### src/rtl/gpu_pkg.sv
// Shared GPU definitions.
// Purpose: instruction width, the field offsets of the packed 82-bit GPU
//          instruction, and the packed instruction typedef.
// Ports:   none (package).
package gpu_pkg;

  localparam int INST_W = 82;

  // Field offsets (LSB position of each field).
  localparam int INST_TYPE_LSB   = 0;
  localparam int VERTICE_NUM_LSB = 1;
  localparam int COORDS_LSB      = 2;   // 2..49
  localparam int LAYER_LSB       = 50;
  localparam int FILL_LSB        = 51;
  localparam int COLOR_LSB       = 52;  // 52..75
  localparam int TEXTURE_LSB     = 76;  // 76..77
  localparam int ALPHA_LSB       = 78;  // 78..81

  // Declared MSB-first so each member lands on the offsets above.
  typedef struct packed {
    logic [3:0]  alpha;
    logic [1:0]  texture;
    logic [23:0] color;
    logic        fill;
    logic        layer;
    logic [47:0] coords;
    logic        vertice_num;
    logic        inst_type;
  } inst_t;

endpackage

### src/rtl/inst_fifo_if.sv
// Host/decoder/control-facing bus of the instruction FIFO.
// Purpose: groups the push side (wenable, write_data), the pop side
//          (renable) and the status/head outputs.
// Modports: master = host + control unit (drives wenable/write_data/renable),
//           slave  = inst_fifo.
//
// Handshake: a push is accepted on a rising edge where wenable=1 and either
// full=0 or renable=1; otherwise it is dropped and overflow sets. A pop is
// accepted on a rising edge where renable=1 and empty=0; fifo_data holds the
// popped entry during that cycle. A pop on empty sets underflow and changes
// nothing else.
interface inst_fifo_if #(
  parameter int DEPTH = 8,
  parameter int WIDTH = 82
);
  localparam int CNT_W = $clog2(DEPTH + 1);

  logic             wenable;
  logic [WIDTH-1:0] write_data;
  logic             renable;
  logic [WIDTH-1:0] fifo_data;
  logic             empty;
  logic             full;
  logic             almost_full;
  logic [CNT_W-1:0] count;
  logic             overflow;
  logic             underflow;

  modport master (
    output wenable, write_data, renable,
    input  fifo_data, empty, full, almost_full, count, overflow, underflow
  );

  modport slave (
    input  wenable, write_data, renable,
    output fifo_data, empty, full, almost_full, count, overflow, underflow
  );
endinterface

### src/rtl/inst_fifo_ram.sv
// Instruction FIFO storage.
// Purpose: DEPTH x WIDTH register file, one synchronous write port and one
//          combinational read port. The array has no reset.
// Ports: clk, we/waddr/wdata (write), raddr/rdata (read).
module inst_fifo_ram #(
  parameter int DEPTH = 8,
  parameter int WIDTH = 82,
  localparam int ADDR_W = $clog2(DEPTH)
) (
  input  logic              clk,
  input  logic              we,
  input  logic [ADDR_W-1:0] waddr,
  input  logic [WIDTH-1:0]  wdata,
  input  logic [ADDR_W-1:0] raddr,
  output logic [WIDTH-1:0]  rdata
);

  logic [WIDTH-1:0] mem [DEPTH];

  always_ff @(posedge clk) begin
    if (we) begin
      mem[waddr] <= wdata;
    end
  end

  assign rdata = mem[raddr];

endmodule

### src/rtl/inst_fifo.sv
// Instruction buffer in front of the instruction decoder.
// Purpose: first-word-fall-through FIFO of packed GPU instructions with a
//          separately held occupancy count and sticky overrun/underrun flags.
// Ports: clk, n_rst (async active-low), clear (sync flush),
//        bus (inst_fifo_if.slave): wenable, write_data, renable, fifo_data,
//        empty, full, almost_full, count, overflow, underflow.
// DEPTH must be a power of two >= 2 and match the interface instance.
module inst_fifo
  import gpu_pkg::*;
#(
  parameter int DEPTH = 8,
  parameter int WIDTH = INST_W
) (
  input  logic          clk,
  input  logic          n_rst,
  input  logic          clear,
  inst_fifo_if.slave    bus
);

  localparam int PTR_W = $clog2(DEPTH);
  localparam int CNT_W = $clog2(DEPTH + 1);

  logic [PTR_W-1:0] wptr;
  logic [PTR_W-1:0] rptr;
  logic [CNT_W-1:0] count_q;
  logic             overflow_q;
  logic             underflow_q;

  logic             empty;
  logic             full;
  logic             push;
  logic             pop;
  logic [WIDTH-1:0] rdata;

  // Occupancy flags come only from the count, never from pointer equality.
  assign empty = (count_q == '0);
  assign full  = (count_q == CNT_W'(DEPTH));

  // When full, a same-cycle pop frees the slot the push lands in.
  assign push = bus.wenable && (!full || bus.renable);
  assign pop  = bus.renable && !empty;

  always_ff @(posedge clk or negedge n_rst) begin
    if (!n_rst) begin
      wptr        <= '0;
      rptr        <= '0;
      count_q     <= '0;
      overflow_q  <= 1'b0;
      underflow_q <= 1'b0;
    end else if (clear) begin
      wptr        <= '0;
      rptr        <= '0;
      count_q     <= '0;
      overflow_q  <= 1'b0;
      underflow_q <= 1'b0;
    end else begin
      if (push) begin
        wptr <= wptr + PTR_W'(1);
      end
      if (pop) begin
        rptr <= rptr + PTR_W'(1);
      end
      if (push && !pop) begin
        count_q <= count_q + CNT_W'(1);
      end else if (pop && !push) begin
        count_q <= count_q - CNT_W'(1);
      end
      if (bus.wenable && full && !bus.renable) begin
        overflow_q <= 1'b1;
      end
      if (bus.renable && empty) begin
        underflow_q <= 1'b1;
      end
    end
  end

  // A push suppressed by clear must not touch storage either; keeps the
  // array write strictly tied to an accepted push.
  inst_fifo_ram #(
    .DEPTH (DEPTH),
    .WIDTH (WIDTH)
  ) u_ram (
    .clk   (clk),
    .we    (push && !clear),
    .waddr (wptr),
    .wdata (bus.write_data),
    .raddr (rptr),
    .rdata (rdata)
  );

  // Idle head reads as zero so the decoder never sees stale fields.
  assign bus.fifo_data   = empty ? '0 : rdata;
  assign bus.empty       = empty;
  assign bus.full        = full;
  assign bus.almost_full = (count_q >= CNT_W'(DEPTH - 1));
  assign bus.count       = count_q;
  assign bus.overflow    = overflow_q;
  assign bus.underflow   = underflow_q;

endmodule

### src/flat_wrapper.sv
// flat-port wrapper written by rule: the top's interface ports become plain ports
module inst_fifo_flat import gpu_pkg::*;
#(
  parameter int DEPTH = 8,
  parameter int WIDTH = INST_W
)
  (clk, n_rst, clear, bus_wenable, bus_write_data, bus_renable, bus_fifo_data, bus_empty, bus_full, bus_almost_full, bus_count, bus_overflow, bus_underflow);
  inst_fifo_if #(.DEPTH(DEPTH), .WIDTH(WIDTH)) bus_i ();
  input  logic clk;
  input  logic n_rst;
  input  logic clear;
  input wire logic [$bits(bus_i.wenable)-1:0] bus_wenable;
  input wire logic [$bits(bus_i.write_data)-1:0] bus_write_data;
  input wire logic [$bits(bus_i.renable)-1:0] bus_renable;
  output wire logic [$bits(bus_i.fifo_data)-1:0] bus_fifo_data;
  output wire logic [$bits(bus_i.empty)-1:0] bus_empty;
  output wire logic [$bits(bus_i.full)-1:0] bus_full;
  output wire logic [$bits(bus_i.almost_full)-1:0] bus_almost_full;
  output wire logic [$bits(bus_i.count)-1:0] bus_count;
  output wire logic [$bits(bus_i.overflow)-1:0] bus_overflow;
  output wire logic [$bits(bus_i.underflow)-1:0] bus_underflow;
  assign bus_i.wenable = bus_wenable;
  assign bus_i.write_data = bus_write_data;
  assign bus_i.renable = bus_renable;
  assign bus_fifo_data = bus_i.fifo_data;
  assign bus_empty = bus_i.empty;
  assign bus_full = bus_i.full;
  assign bus_almost_full = bus_i.almost_full;
  assign bus_count = bus_i.count;
  assign bus_overflow = bus_i.overflow;
  assign bus_underflow = bus_i.underflow;
  inst_fifo #(.DEPTH(DEPTH), .WIDTH(WIDTH)) u_core (.clk(clk), .n_rst(n_rst), .clear(clear), .bus(bus_i));
endmodule
### config.mk
export PLATFORM = sky130hd
export DESIGN_NAME = inst_fifo_flat
export DESIGN_NICKNAME = d
export VERILOG_FILES = /design/src/rtl/gpu_pkg.sv /design/src/rtl/inst_fifo_if.sv /design/src/rtl/inst_fifo_ram.sv /design/src/rtl/inst_fifo.sv /design/src/flat_wrapper.sv
export SDC_FILE = /design/constraint.sdc
export NUM_CORES = 1
export LEC_CHECK = 0
export ABC_AREA = 1
export ABC_CLOCK_PERIOD_IN_PS = 4800
export CORE_MARGIN = 4
export CORE_UTILIZATION = 53
export CTS_CLUSTER_SIZE = 28
export DETAILED_ROUTE_END_ITERATION = 8
export PLACE_DENSITY = 0.76
export SYNTH_ARGS = -nofsm -noshare
export SYNTH_HDL_FRONTEND = slang
export SYNTH_SLANG_ARGS = --single-unit
### constraint.sdc
create_clock -name clk -period 4.8 [get_ports clk]
set_clock_uncertainty 0.2 [all_clocks]
set_input_delay 0.96 -clock clk [delete_from_list [all_inputs] [get_ports clk]]
set_output_delay 0.96 -clock clk [all_outputs]
set_load 0.01 [all_outputs]
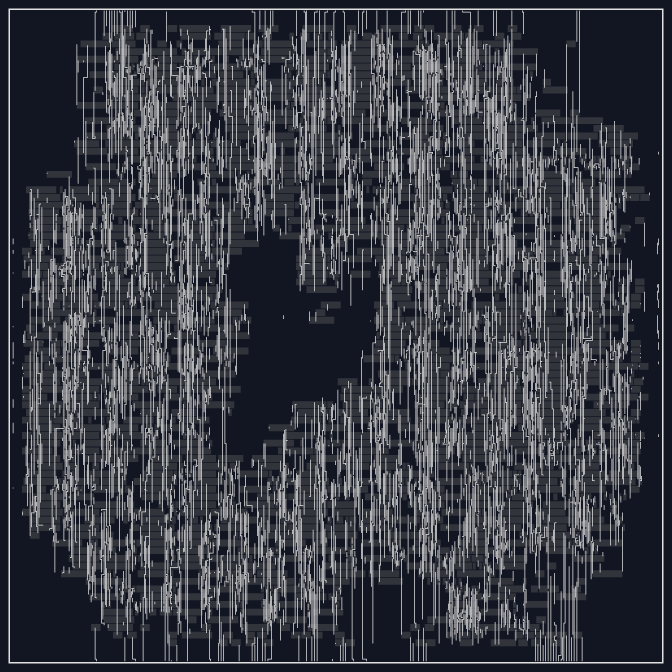
*Signal wires on met2*
Cells faint in the background.
longest straight run	81.1 um
share of all routed wire	50%
wire length on this layer	30.6 mm
main direction	vertical

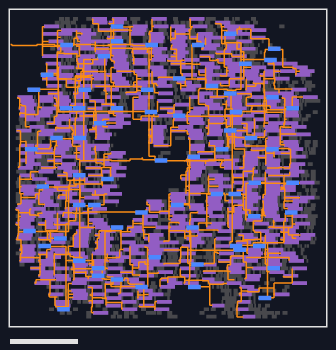
*Clock distribution*
Scale bar: 50 um.
[clock-net drivers] blue | count: 67
[flip-flops] purple | count: 668
[clock wires] orange | length: 7060 um
flops lie	all over the die

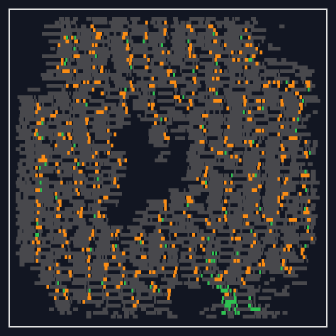
*Selected gate families*
family	colour	cells	where
aoi and oai cells	orange	503	all over the die
nand cells	green	120	all over the die
Comb area share: 0.184
dominant logic cell type in the layout: edfxtp_1
non-filler instance count after layout: 2910

==> results.json <==
{
  "slew_headroom": 0.374,
  "synth_cells": 2042,
  "drtIter0Drc": 1873,
  "grt_use_met1": 0.308,
  "drv_cap": 0,
  "ant_nets": 0,
  "place_inst": 2788,
  "hold_path.class": "reg -> reg",
  "synth.largest_area_cell": "edfxtp_1",
  "switching_share": 0.320,
  "drive_above_1_share": 0.0682,
  "grt_overflow": 0,
  "period_needed_ns": 4.36,
  "ys_cells": 2042,
  "die_h_um": 231,
  "busiest_layer": "met2",
  "setup_viol": 0,
  "cts.path.max_buffers": 3,
  "drcViolationCount": 0,
  "hpwl_um": 32100,
  "run_status": "complete, no violations",
  "cp_max_fo": 187,
  "syn-num-nets": 2134,
  "vias_per_cell": 5.79,
  "chip_area_mm2": 0.0533,
  "topCellsByArea": "edfxtp_1 75%, nor2_1 8.4%, o21ai_0 5.3%",
  "combPwrFrac": 0.314,
  "max_freq_mhz": 229,
  "grt_antenna_before_repair": 5,
  "synth_seq_share": 0.759,
  "yosys_area_mm2": 0.0263,
  "grt_max_degree": 191,
  "warnings": 36,
  "tns_ns": 0,
  "htree_levels": 3,
  "clk_latency_ns": 0.57,
  "crit_arrival_ns": 3.20,
  "required_ns": 3.64,
  "crit_chain": "buf_12, o21ai_0, o211ai_1, nand2_1, nor2_1, clkdlybuf4s50_1",
  "clk_pin_slew_worst_paths_ns": 0.06,
  "use_met3": 0.0400,
  "ys_types": 27,
  "gp_congestion": 0.764,
  "nets": 2285,
  "cts_sinks": 668,
  "pwr-share-seq": 0.393,
  "io_pins": 178,
  "intPower_mw": 11.5,
  "synth_flop_count": 668,
  "ctsResizeCount": 0
}
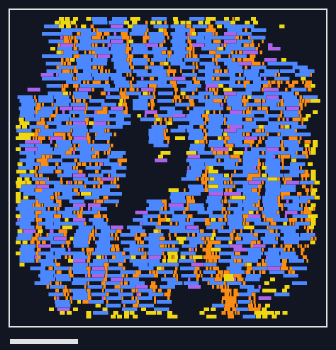
*Cells coloured by class*
Scale bar: 50 um.
class	colour	cells	share of their area
remaining buffers and delay cells	yellow	217	7.7%
registers	blue	668	66%
remaining logic cells	orange	1239	19%
clock drivers and dummy loads	purple	120	6.9%
Final Util: 0.632
Core Box Area: 0.0491 mm2
sequential portion of the cell area: 0.646

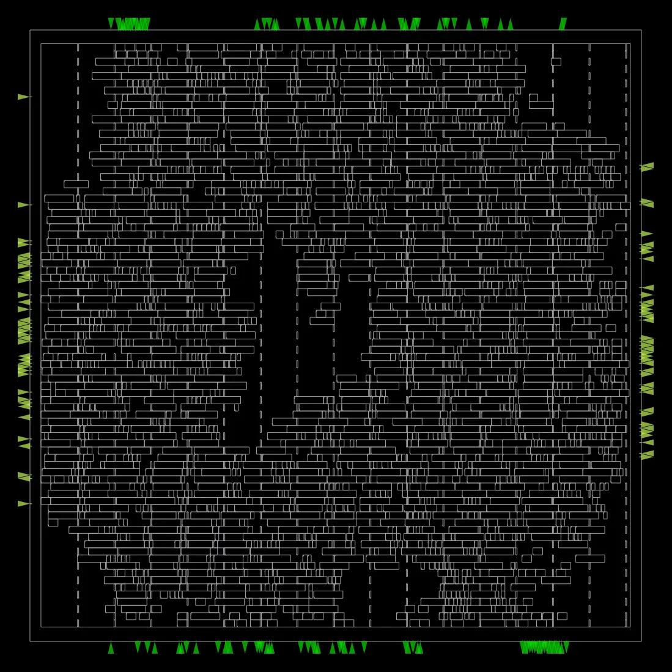
*Placed standard cells*
fill cell count: 3547
tap cells: 664

## path summary, 6_finish.rpt
| check | to | cells past startpoint | startpoint | slack (ns) |
|---|---|---|---|---|
| hold reg to reg | u_core.bus.underflow | 1 | u_core.bus.underflow | 0.30 |
| setup reg to reg | u_core.bus.count[3] | 13 | u_core.bus.count[1] | 1.66 |
| setup / recovery | bus_fifo_data[24] | 6 | u_core.rptr[0] | 0.44 |
| max in group asynchronous | u_core.rptr[1] | 1 | n_rst | 3.33 |
| min in group asynchronous | u_core.bus.count[2] | 1 | n_rst | 0.58 |
| hold / removal | u_core.bus.underflow | 1 | u_core.bus.underflow | 0.30 |
## layout make-up
class / count / area [um2]
sequential: 668 / 20000
inverter: 16 / 67.6
clock buffer: 81 / 1810
tap: 664 / 831
fill: 3547 / 18100
timing repair buffer: 217 / 2310
clock inverter: 39 / 265
antenna: 2 / 5.00
multi-input combinational: 1223 / 5690
## power by group through the flow
stage               Combinational [mW]  Sequential, mW  Clock (mW)
CTS                               5.35            6.64        5.03
detailed placement                5.29            6.76           0
floorplan                         3.02            6.76           0
global route                      5.82            6.65        5.30
finish                            5.30            6.64        4.94
global placement                  5.18            6.76           0
## layout by cell type (no fill, tap or decap), types with 2 or more instances in the layout
cell type	instances
clkinvlp_4	2
clkdlybuf4s50_1	177
clkinv_1	14
clkbuf_1	10
o21ai_0	281
dfrtp_1	9
diode_2	2
nor2_4	8
o211ai_1	82
inv_1	14
edfxtp_1	656
buf_4	21
dfrtp_4	3
o21ai_1	52
a21oi_1	4
clkbuf_16	71
o21a_1	2
ha_1	4
o22ai_1	82
nor2_1	583
clkinv_2	18
nand2_1	107
nand3_1	10
bufinv_16	3
buf_12	19
## cells in the mapped netlist
cell type / number
buf_4: 12
buf_6: 8
fa_1: 1
o21ai_0: 281
inv_1: 15
buf_1: 6
edfxtp_1: 656
a21oi_2: 1
nor2_1: 591
nand2_2: 1
o21ai_1: 52
dfrtp_1: 12
nor4_1: 1
ha_1: 4
buf_2: 34
nand3_2: 1
a21oi_1: 4
clkbuf_1: 65
o22ai_1: 82
a211oi_1: 1
nand2_1: 108
xnor2_1: 1
clkbuf_2: 10
nand3_1: 10
o21a_1: 2
o211ai_1: 82
inv_2: 1
## state kept, by name, summed over array words and instances (netlist names)
register              count
u_core.bus.underflow      1
u_core.wptr               3
u_core.u_ram.mem        656
u_core.rptr               3
u_core.bus.overflow       1
u_core.bus.count          4
## metrics by stage
step | total power, mW | utilization | worst slack [ns]
global route | 17.8 | 0.632 | 0.273
CTS | 17.0 | 0.632 | 0.439
floorplan | 9.77 | - | -0.852
detailed placement | 12.1 | 0.589 | 1.02
global placement | 11.9 | 0.589 | 1.06
finish | 16.9 | 0.632 | 0.435
## routing by layer
layer,wire (um),vias to the layer above
li1,-,7713
met1,25100,8343
met2,30600,676
met3,4200,116
met4,1390,6
met5,37,-
## logic make-up after synthesis
| kind of cell | after synthesis | synth area share |
|---|---|---|
| and+or+nand+nor | 712 | 0.102 |
| DFF | 668 | 0.759 |
| AOI/OAI and AO/OA | 505 | 0.108 |
| buffers and inverters | 151 | 0.0276 |
| adders and majority gates | 5 | 0.00266 |
| xor gates and xnor gates | 1 | 0.000332 |
Power is estimated from default activity; no workload was simulated.
